<file path="config.mk">
export PLATFORM = sky130hd
export DESIGN_NAME = gfx_pattern_gen
export DESIGN_NICKNAME = d
export VERILOG_FILES = /design/src/rtl/gfx_pattern_gen.sv
export SDC_FILE = /design/constraint.sdc
export NUM_CORES = 1
export LEC_CHECK = 0
export CORE_MARGIN = 8
export CORE_UTILIZATION = 30
export CTS_BUF_LIST = sky130_fd_sc_hd__clkbuf_16
export DETAILED_ROUTE_END_ITERATION = 8
export SYNTH_ARGS = -nofsm -noshare
export SYNTH_HDL_FRONTEND = slang
export SYNTH_SLANG_ARGS = --single-unit
</file>
<file path="constraint.sdc">
create_clock -name clk -period 3.5 [get_ports clk]
set_clock_uncertainty 0.2 [all_clocks]
set_input_delay 1.05 -clock clk [delete_from_list [all_inputs] [get_ports clk]]
set_output_delay 1.05 -clock clk [all_outputs]
set_load 0.02 [all_outputs]
</file>
<file path="src/rtl/gfx_pattern_gen.sv">
// gfx_pattern_gen: frame-based multi-mode test-pattern generator for the gfx
// pixel stream (valid/x/y/pixel/ready) that feeds the svc_gfx_vga framebuffer.
//
// Ports:
//   clk, rst_n      clock, synchronous active-low reset
//   s_gfx_start     start one frame (honoured only in IDLE)
//   continuous      sampled in DONE; 1 = start the next frame automatically
//   mode            pattern select, latched at frame start
//   solid_color     base colour for solid/checker, latched at frame start
//   h_visible       frame width, latched at frame start
//   v_visible       frame height, latched at frame start
//   s_gfx_done      one-cycle pulse after the last pixel of a frame
//   busy            high while a frame is being emitted
//   frame_cnt       number of completed frames (wraps)
//   m_gfx_valid/x/y/pixel, m_gfx_ready   pixel stream master
module gfx_pattern_gen #(
  parameter int unsigned H_WIDTH         = 12,
  parameter int unsigned V_WIDTH         = 12,
  parameter int unsigned COLOR_WIDTH     = 4,
  parameter int unsigned PIXEL_WIDTH     = 3 * COLOR_WIDTH,
  parameter int unsigned FRAME_CNT_WIDTH = 8,
  parameter int unsigned BAR_SHIFT       = 6,
  parameter int unsigned CHECK_SHIFT     = 4,
  parameter int unsigned GRAD_SHIFT      = 2
) (
  input  logic                       clk,
  input  logic                       rst_n,
  input  logic                       s_gfx_start,
  input  logic                       continuous,
  input  logic [2:0]                 mode,
  input  logic [PIXEL_WIDTH-1:0]     solid_color,
  input  logic [H_WIDTH-1:0]         h_visible,
  input  logic [V_WIDTH-1:0]         v_visible,
  output logic                       s_gfx_done,
  output logic                       busy,
  output logic [FRAME_CNT_WIDTH-1:0] frame_cnt,
  output logic                       m_gfx_valid,
  output logic [H_WIDTH-1:0]         m_gfx_x,
  output logic [V_WIDTH-1:0]         m_gfx_y,
  output logic [PIXEL_WIDTH-1:0]     m_gfx_pixel,
  input  logic                       m_gfx_ready
);

  localparam logic [1:0] ST_IDLE = 2'd0;
  localparam logic [1:0] ST_RUN  = 2'd1;
  localparam logic [1:0] ST_DONE = 2'd2;

  logic [1:0]                 state_q, state_d;
  logic [2:0]                 mode_q, mode_d;
  logic [PIXEL_WIDTH-1:0]     solid_q, solid_d;
  logic [H_WIDTH-1:0]         hv_q, hv_d;
  logic [V_WIDTH-1:0]         vv_q, vv_d;
  logic [H_WIDTH-1:0]         x_q, x_d;
  logic [V_WIDTH-1:0]         y_q, y_d;
  logic [FRAME_CNT_WIDTH-1:0] fc_q, fc_d;

  logic dims_ok;
  logic last_x;
  logic last_y;

  assign dims_ok = (h_visible != '0) && (v_visible != '0);
  assign last_x  = (x_q == hv_q - H_WIDTH'(1));
  assign last_y  = (y_q == vv_q - V_WIDTH'(1));

  always_comb begin
    state_d = state_q;
    mode_d  = mode_q;
    solid_d = solid_q;
    hv_d    = hv_q;
    vv_d    = vv_q;
    x_d     = x_q;
    y_d     = y_q;
    fc_d    = fc_q;
    case (state_q)
      ST_IDLE: begin
        if (s_gfx_start) begin
          mode_d  = mode;
          solid_d = solid_color;
          hv_d    = h_visible;
          vv_d    = v_visible;
          x_d     = '0;
          y_d     = '0;
          // A zero-sized frame completes immediately without emitting pixels.
          state_d = dims_ok ? ST_RUN : ST_DONE;
        end
      end
      ST_RUN: begin
        if (m_gfx_ready) begin
          if (last_x) begin
            x_d = '0;
            if (last_y) begin
              y_d     = '0;
              fc_d    = fc_q + FRAME_CNT_WIDTH'(1);
              state_d = ST_DONE;
            end else begin
              y_d = y_q + V_WIDTH'(1);
            end
          end else begin
            x_d = x_q + H_WIDTH'(1);
          end
        end
      end
      ST_DONE: begin
        if (continuous) begin
          mode_d  = mode;
          solid_d = solid_color;
          hv_d    = h_visible;
          vv_d    = v_visible;
          x_d     = '0;
          y_d     = '0;
          state_d = dims_ok ? ST_RUN : ST_DONE;
        end else begin
          state_d = ST_IDLE;
        end
      end
      default: state_d = ST_IDLE;
    endcase
  end

  always_ff @(posedge clk) begin
    if (!rst_n) begin
      state_q <= ST_IDLE;
      mode_q  <= '0;
      solid_q <= '0;
      hv_q    <= '0;
      vv_q    <= '0;
      x_q     <= '0;
      y_q     <= '0;
      fc_q    <= '0;
    end else begin
      state_q <= state_d;
      mode_q  <= mode_d;
      solid_q <= solid_d;
      hv_q    <= hv_d;
      vv_q    <= vv_d;
      x_q     <= x_d;
      y_q     <= y_d;
      fc_q    <= fc_d;
    end
  end

  // Pixel is a pure function of registered state, so it stays stable under
  // backpressure together with x/y.
  logic [COLOR_WIDTH-1:0] red, grn, blu;
  logic [COLOR_WIDTH-1:0] scroll;
  logic [2:0]             bar;

  always_comb begin
    scroll = x_q[COLOR_WIDTH-1:0] + y_q[COLOR_WIDTH-1:0] + fc_q[COLOR_WIDTH-1:0];
    bar    = x_q[BAR_SHIFT+2:BAR_SHIFT];
    red    = '0;
    grn    = '0;
    blu    = '0;
    case (mode_q)
      3'd0: {red, grn, blu} = solid_q;
      3'd1: begin
        red = {COLOR_WIDTH{bar[2]}};
        grn = {COLOR_WIDTH{bar[1]}};
        blu = {COLOR_WIDTH{bar[0]}};
      end
      3'd2: begin
        red = x_q[GRAD_SHIFT +: COLOR_WIDTH];
        grn = y_q[GRAD_SHIFT +: COLOR_WIDTH];
        blu = fc_q[COLOR_WIDTH-1:0];
      end
      3'd3: {red, grn, blu} = (x_q[CHECK_SHIFT] ^ y_q[CHECK_SHIFT]) ? ~solid_q : solid_q;
      3'd4: begin
        red = scroll;
        grn = ~scroll;
        blu = scroll;
      end
      default: ;
    endcase
  end

  assign m_gfx_pixel = {red, grn, blu};
  assign m_gfx_x     = x_q;
  assign m_gfx_y     = y_q;
  assign m_gfx_valid = (state_q == ST_RUN);
  assign busy        = (state_q == ST_RUN);
  assign s_gfx_done  = (state_q == ST_DONE);
  assign frame_cnt   = fc_q;

endmodule

</file>
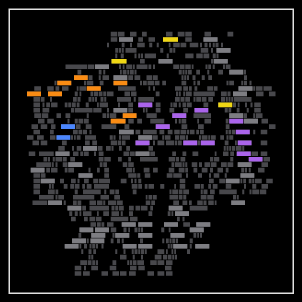
Figure 1: sequential cells grouped by signal name.
Scale: 2 px per um. Other sequential cells in the stronger grey, the rest of the logic in the fainter grey.
Key: orange = frame_cnt [sequential cells 8]; purple = m_gfx_x [sequential cells 12]; yellow = mode_q [sequential cells 3]; blue = state_q [sequential cells 2]

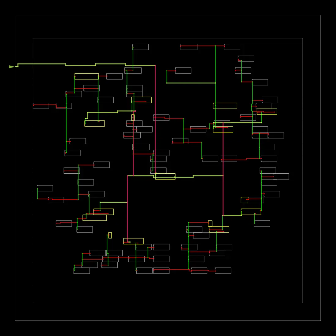
Figure 2: clock routing.
clock net sink count: 73
Clock Power: 1.06 mW
number of CTS-inserted buffers: 9
flop count: 73
clock network latency to the later pin of the worst-skew pair: 0.35 ns

==> summary.rpt <==
OUTCOME
--------------------------------------------------------------------------------------
Result of the run                                                         finished, violations left
Violations in the final reports                                           negative setup slack

YOSYS
--------------------------------------------------------------------------------------
Yosys aoi share                                                                  22.4%
Post-synthesis cell type with the largest combined area                        dfxtp_1
Cell Type Count                                                                     77
Share of flip-flops with an asynchronous set or reset                               0%
Top cells by count                                                        124 x nand2_1, 73 x dfxtp_1, 59 x a21oi_1
Adder and majority cell fraction of the synthesized area                         3.30%
Avg Inst Size Synth                                                          7.68 um^2
Synth area leaders                                                        dfxtp_1 31%, nand2_1 9.9%, a21oi_1 6.3%, xor2_1 4.3%, nor2_1 3.4%
Syn Inst Count                                                                     613

GLOBAL ROUTING
--------------------------------------------------------------------------------------
Global-route wire length before repair                                       25,500 um
Met1 demand-to-capacity share in global routing                                  20.1%
Met2 layer usage reported by global route                                        25.8%
Congestion Overflow GR                                                               0
Largest net degree at the start of global routing                                   40
Initial antenna violation count                                                      0

FINAL LAYOUT
--------------------------------------------------------------------------------------
Share of layout cells above drive strength 1                                     13.7%
Number of clock buffers in the layout                                                9
Share of the final layout cell area in multi-input gates                         47.7%
Multi-input gates                                                                  481
Footprint of the multi-input gates                                        0.00306 mm^2
Portion of the layout cell area used by non-clock buffers                        19.1%

PWR
--------------------------------------------------------------------------------------
Largest power group                                                       the clock network
Sequential share of power                                                        36.4%
Power drawn by the sequential cells                                           0.927 mW

FLOORPLANNING
--------------------------------------------------------------------------------------
Die outline height                                                              141 um
Total number of placement rows                                                      45
I/O Pins                                                                            91
Starting utilization of the core area                                            30.8%
Die W                                                                           141 um

CLOCKING
--------------------------------------------------------------------------------------
Largest buffer count on any clock path                                               2
Number of buffers added for setup after CTS                                          1

PLACEMENT
--------------------------------------------------------------------------------------
Count of port buffers added during placement                                        90
Placed instance count                                                              916
Weighted congestion reported at the end of routability-driven placement          0.837

HOLD PATH
--------------------------------------------------------------------------------------
Tightest Hold Check Type                                                       reg2reg
Cell depth of the worst min-delay path                                               2

SETUP PATH
--------------------------------------------------------------------------------------
Crit path cell chain                                                      fa_1 -> ha_2 -> inv_2 -> fa_2 -> xor2_1 -> xnor2_1 -> xnor2_1 -> nand2_1 -> o41ai_2 -> buf_4
Capturing element of the worst setup path                                 m_gfx_pixel[11]
Data arrival time of the critical path                                         2.65 ns
Launching point of the worst reg2reg path                                      hv_q[0]
Worst Path Buf+Inv                                                                   2
Delay contributed by the slowest stage of the critical path                    0.54 ns
Library cell contributing the largest single delay on the critical path           fa_1
R2R Setup Slk                                                                  0.40 ns
Largest fanout on the critical path                                                  2

DETAILED ROUTING
--------------------------------------------------------------------------------------
Average wire per standard cell                                                 16.7 um
Highest signal layer in the routed design                                         met4
Drt via density                                                                   5.14
Count of antenna-violating nets left after detailed routing                          0

STA
--------------------------------------------------------------------------------------
Setup violation total in the final timing report                                     6
Shortest period the worst path allows                                          3.90 ns
Period Utilization, post-route                                                    111%
Transition time of the tightest slew-check pin                                0.642 ns
Slack of the critical path                                                   -0.401 ns
Fmax achieved                                                                0.256 GHz

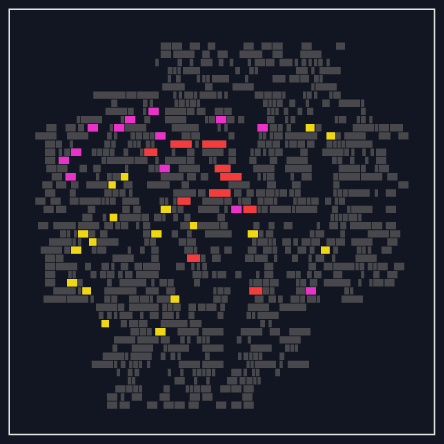
Figure 3: gate-type map.
Scale: 3 px per um.
Key: magenta = multiplexers [cells 13]; red = adder and majority cells [cells 10, where centre]; yellow = AND-OR and OR-AND gates [cells 18]

No activity file was given, so power comes from the tool's default toggle rates.
